--- src/rtl/mem_port_arbiter.sv ---
// mem_port_arbiter
//   Shares one single-ported, fixed-latency memory between the instruction
//   fetch requester (IF) and the data-memory requester (DM). One access is
//   outstanding at a time; a new one may be accepted in the response cycle
//   of the previous one, giving one access per MEM_LATENCY cycles.
//   DM has priority. IF wins once after STARVE_LIMIT consecutive losses.
//
// Ports
//   clk, rst           clock (rising edge), async active-low reset
//   if_req/if_addr     IF read request          -> if_gnt, if_rvalid, if_rdata, if_stall
//   dm_req/dm_we/...   DM read/write request    -> dm_gnt, dm_rvalid, dm_rdata, dm_stall
//   mem_en/we/addr/wdata, mem_rdata   memory side (rdata MEM_LATENCY cycles after mem_en)
//
// Optional: define MEM_ARB_STATS_EN to add stat_if_cnt, stat_dm_cnt and
//   stat_conflict_cnt (IF grants, DM grants, accepts with both requesting).
module mem_port_arbiter #(
    parameter int ADDR_W       = 10,
    parameter int DATA_W       = 32,
    parameter int MEM_LATENCY  = 2,
    parameter int STARVE_LIMIT = 4
) (
    input  logic              clk,
    input  logic              rst,
    input  logic              if_req,
    input  logic [ADDR_W-1:0] if_addr,
    output logic              if_gnt,
    output logic              if_rvalid,
    output logic [DATA_W-1:0] if_rdata,
    output logic              if_stall,
    input  logic              dm_req,
    input  logic              dm_we,
    input  logic [ADDR_W-1:0] dm_addr,
    input  logic [DATA_W-1:0] dm_wdata,
    output logic              dm_gnt,
    output logic              dm_rvalid,
    output logic [DATA_W-1:0] dm_rdata,
    output logic              dm_stall,
    output logic              mem_en,
    output logic              mem_we,
    output logic [ADDR_W-1:0] mem_addr,
    output logic [DATA_W-1:0] mem_wdata,
    input  logic [DATA_W-1:0] mem_rdata
`ifdef MEM_ARB_STATS_EN
    ,
    output logic [31:0]       stat_if_cnt,
    output logic [31:0]       stat_dm_cnt,
    output logic [31:0]       stat_conflict_cnt
`endif
);

    localparam int CW = $clog2(MEM_LATENCY + 1);
    localparam int SW = $clog2(STARVE_LIMIT + 1);
    localparam logic [CW-1:0] LAT  = CW'(MEM_LATENCY);
    localparam logic [SW-1:0] SLIM = SW'(STARVE_LIMIT);

    typedef enum logic {S_IDLE = 1'b0, S_WAIT = 1'b1} state_t;

    state_t        state, state_nxt;
    logic          owner, owner_nxt;        // 0 = IF, 1 = DM
    logic          is_write, is_write_nxt;
    logic [CW-1:0] cnt, cnt_nxt;
    logic [SW-1:0] starve_cnt, starve_nxt;

    logic resp, can_acc, if_win, dm_win;

    always_ff @(posedge clk or negedge rst) begin
        if (!rst) begin
            state      <= S_IDLE;
            owner      <= 1'b0;
            is_write   <= 1'b0;
            cnt        <= '0;
            starve_cnt <= '0;
        end else begin
            state      <= state_nxt;
            owner      <= owner_nxt;
            is_write   <= is_write_nxt;
            cnt        <= cnt_nxt;
            starve_cnt <= starve_nxt;
        end
    end

    always_comb begin
        state_nxt    = state;
        owner_nxt    = owner;
        is_write_nxt = is_write;
        cnt_nxt      = cnt;
        starve_nxt   = starve_cnt;

        resp = (state == S_WAIT) && (cnt == CW'(1));
        // Gate on rst so nothing is granted (or stalled) while reset is held.
        can_acc = rst && ((state == S_IDLE) || resp);
        if_win  = can_acc && if_req && (!dm_req || (starve_cnt == SLIM));
        dm_win  = can_acc && dm_req && !if_win;

        if (state == S_WAIT) cnt_nxt = cnt - CW'(1);
        if (resp) state_nxt = S_IDLE;

        if (if_win || dm_win) begin
            state_nxt    = S_WAIT;
            owner_nxt    = dm_win;
            is_write_nxt = dm_win && dm_we;
            cnt_nxt      = LAT;
        end

        if (if_win)
            starve_nxt = '0;
        else if (dm_win && if_req && (starve_cnt != SLIM))
            starve_nxt = starve_cnt + SW'(1);
    end

    assign if_gnt    = if_win;
    assign dm_gnt    = dm_win;
    assign mem_en    = if_win || dm_win;
    assign mem_we    = dm_win && dm_we;
    assign mem_addr  = dm_win ? dm_addr : (if_win ? if_addr : '0);
    assign mem_wdata = (dm_win && dm_we) ? dm_wdata : '0;

    assign if_rvalid = resp && !owner;
    assign dm_rvalid = resp && owner;
    assign if_rdata  = if_rvalid ? mem_rdata : '0;
    assign dm_rdata  = (dm_rvalid && !is_write) ? mem_rdata : '0;

    assign if_stall = rst && ((if_req && !if_gnt) ||
                              (state == S_WAIT && !owner && !if_rvalid));
    assign dm_stall = rst && ((dm_req && !dm_gnt) ||
                              (state == S_WAIT && owner && !dm_rvalid));

`ifdef MEM_ARB_STATS_EN
    always_ff @(posedge clk or negedge rst) begin
        if (!rst) begin
            stat_if_cnt       <= '0;
            stat_dm_cnt       <= '0;
            stat_conflict_cnt <= '0;
        end else begin
            if (if_win) stat_if_cnt <= stat_if_cnt + 32'd1;
            if (dm_win) stat_dm_cnt <= stat_dm_cnt + 32'd1;
            if (mem_en && if_req && dm_req) stat_conflict_cnt <= stat_conflict_cnt + 32'd1;
        end
    end
`endif

endmodule

--- config.mk ---
export PLATFORM = sky130hd
export DESIGN_NAME = mem_port_arbiter
export DESIGN_NICKNAME = d
export VERILOG_FILES = /design/src/rtl/mem_port_arbiter.sv
export SDC_FILE = /design/constraint.sdc
export NUM_CORES = 1
export LEC_CHECK = 0
export CORE_MARGIN = 3
export CORE_UTILIZATION = 22
export DETAILED_ROUTE_END_ITERATION = 16
export PLACE_DENSITY = 0.78
export SYNTH_ARGS = -nofsm -noshare
export SYNTH_HDL_FRONTEND = slang
export SYNTH_SLANG_ARGS = --single-unit
--- constraint.sdc ---
create_clock -name clk -period 2.07 [get_ports clk]
set_input_delay 0.5175 -clock clk [delete_from_list [all_inputs] [get_ports clk]]
set_output_delay 0.5175 -clock clk [all_outputs]
set_load 0.005 [all_outputs]
Fig. 1: wiring heat map
The die is cut into 17 by 17 equal tiles; white is low, dark blue is high, scaled to the fullest tile. Values are wire area over tile area, all layers added.
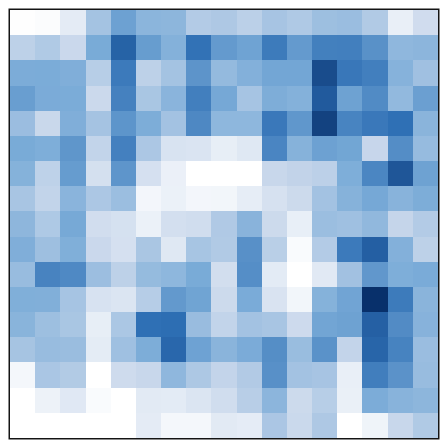
The densest ninth of the die: north-east. The fullest tile reaches 0.51. The mean over all tiles is 0.20. 5.2% of the tiles are nearly empty. 26% of the tiles are over half the peak.
total track usage: 20.0%
routed length per instance: 16.4 um
DR vias: 2,588
Post-Route WL: 9120 um

Fig. 2: clock routing
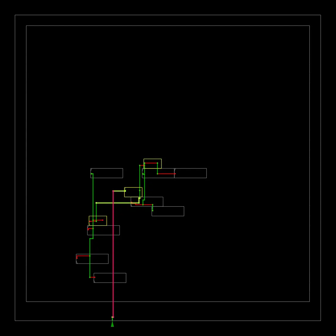
Num Clock Sinks: 8
Clock Power: 184 uW
CTS buffer count: 3
FF+latch count: 8
clock latency on the worst-skew pair: 0.23 ns

==> results_slide.txt <==
Flow Results at a Glance

Final layout
  • Layout cell share with drive strength beyond 1: 60.0%
  • Diode count: 0
  • Most frequent cells in the layout: clkdlybuf4s50_1 (85), buf_6 (73), buf_2 (59)
  • Post-layout util: between 70% and 80%
  • Post-route cell area: 4710 sq um
  • Largest Register: starve_cnt
  • Nets: ~570
  • Most numerous logic cell after layout: clkdlybuf4s50_1
  • Number of flip-flops in the largest register: 3
  • Fillers: 477
  • Largest regs: starve_cnt: 3 flops, cnt: 2 flops

Pwr
  • Comb pwr share: 86.3%
  • P_leak: roughly 2.5 nW
  • Clock power share: between 5 and 6%

Outcome
  • Outcome: finished, violations left
  • Failing checks: negative setup slack

Detailed routing
  • Highest Signal Layer: met4
  • Final ANT Viol Nets: 0
  • Metal3 WL: roughly 820 um
  • Iter 0 DRT Violations: between 40 and 50
  • Vias per cell: around 4.7
  • Detailed Routing Iterations Pass 1: 4
  • Met2 Wirelength: between 5000 and 6000 um
  • Wl on met1: ~3000 um

Placement
  • Dpl ws: -0.876 ns
  • Placed Area: roughly 3800 sq um
  • DP HPWL: 5820 um
  • RD Place Congestion: 0.775
  • Inst Count DP: between 500 and 600

Critical path
  • Max incr delay on CP: around 0.36 ns
  • Worst path required time: 1.55 ns
  • Startpoint types: flop
  • Crit path cell chain: inv_2 -> ha_4 -> buf_6 -> nand2b_4 -> o211ai_4 -> buf_6 -> buf_16 -> buf_6 -> nor3_2 -> buf_2
  • Crit path kind: reg2out
  • Crit Reg-Reg Startpoint: cnt[0]$_DFFE_PN0P_
  • Reg2Reg Setup Slack: 0.45 ns
  • Critical Path Start: cnt[1]$_DFFE_PN0P_
  • Worst path arrival time: ~1.8 ns
  • Worst path most repeated cell: buf_6
  • Worst R2R End: cnt[1]$_DFFE_PN0P_
  • CP Max Fanout: 5
  • Worst r2r path cells: 8

Final timing
  • RSZ-0062 raised after global routing: true
  • Setup TNS: -11.83 ns
  • Final worst setup slack: -0.265 ns
  • Worst hold slack: ~0.45 ns
  • Skew final: around 0.0018 ns
  • Fmax: 0.428 GHz
  • Setup-failing EPs final: a little under 90

Global route
  • Initial antenna violation count: 0
  • Grt met3 use: ~3.6%
  • Grt peak-use layer: met2
  • Met2 usage in global routing: around 40%
  • GRT overflow: 0
  • Global-route wire length before repair: ~12,000 um

Logic synthesis
  • Synth Warn #: 0
  • Synth cell count leaders: and3_1 (43), inv_1 (40), and2_1 (33), nor3_1 (33), clkbuf_1 (17)
  • Mapped cell area: about 1500 sq um
  • Register area share after synthesis: a little over an eighth
  • Post-synth regs: 8
  • Top logic family: simple AND/OR/NAND/NOR gates
  • Most common cell in the synthesized netlist: and3_1
  • Asr flop ratio synth: 100%
  • Synth Area per Inst: ~6.6 sq um
  • Mapped Cells: 222
  • Ys flop type: dfrtp_1

Clock tree
  • Hold Buf Count CTS: 0
  • CTS tree: done
  • Max clock buf depth: 2
  • Root Driver: clkbuf_8

Floorplan
  • CORE AREA: roughly 6400 sq um
  • Row count: 29
  • Num ports: about 200

Run
  • Maxcap violations: 0
Fig. 3: ports around the boundary
Bar = 20 um. Pins as bars across the die edge, other pins in grey.
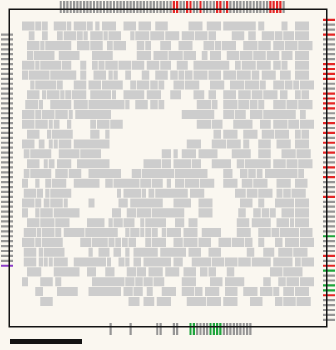
dm_addr: marked green, pins 10, direction input, edge 6 south, 4 east. dm_gnt: marked purple, pins 1, direction output, edge west. if_rdata: marked red, pins 32, direction output, edge 20 east, 12 north.
All pins by edge: 68 north, 62 east, 48 west, 25 south.
die y size: 87.4 um
Die X: 87.4 um

Fig. 4: zoomed window
Bar = 5 um. Region (34, 51) to (54, 71) um. Cells in grey, sequential cells in the stronger grey; small squares are vias.
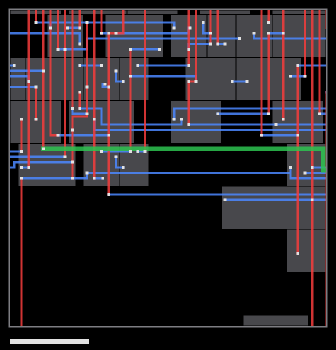
metal 1: marked blue. metal 3: marked green. metal 2: marked red.
22 logic cells have their middle in the window. Most frequent: and3_1 (4), buf_2 (4). Sequential cells in the window: 0.

[layout make-up]
class	count	area, sq um	area share [%]
timing repair buffer	270	2660	56.6
multi-input combinational	156	1550	32.9
sequential	8	200	4.25
inverter	41	158	3.35
tap	77	96.3	2.05
clock buffer	3	41.3	0.877
[power by group through the flow]
stage | registers, mW | logic (mW) | clock network (mW)
2_1_floorplan | 0.276 | 0.735 | 0
5_1_grt | 0.289 | 3.13 | 0.200
6_report | 0.280 | 2.94 | 0.184
3_5_place_dp | 0.265 | 1.92 | 0
4_1_cts | 0.280 | 2.41 | 0.191
3_3_place_gp | 0.259 | 1.90 | 0
[what timing repair did]
| item | in CTS | in global routing |
|---|---|---|
| resized | 474 | 185 |
| gates cloned | 8 | 6 |
| setup endpoints to repair | 114 | 107 |
| pin swaps | 7 | 33 |
| buffers inserted | 23 | 9 |
Power figures rest on the tool's default switching activity, not on a simulated workload.
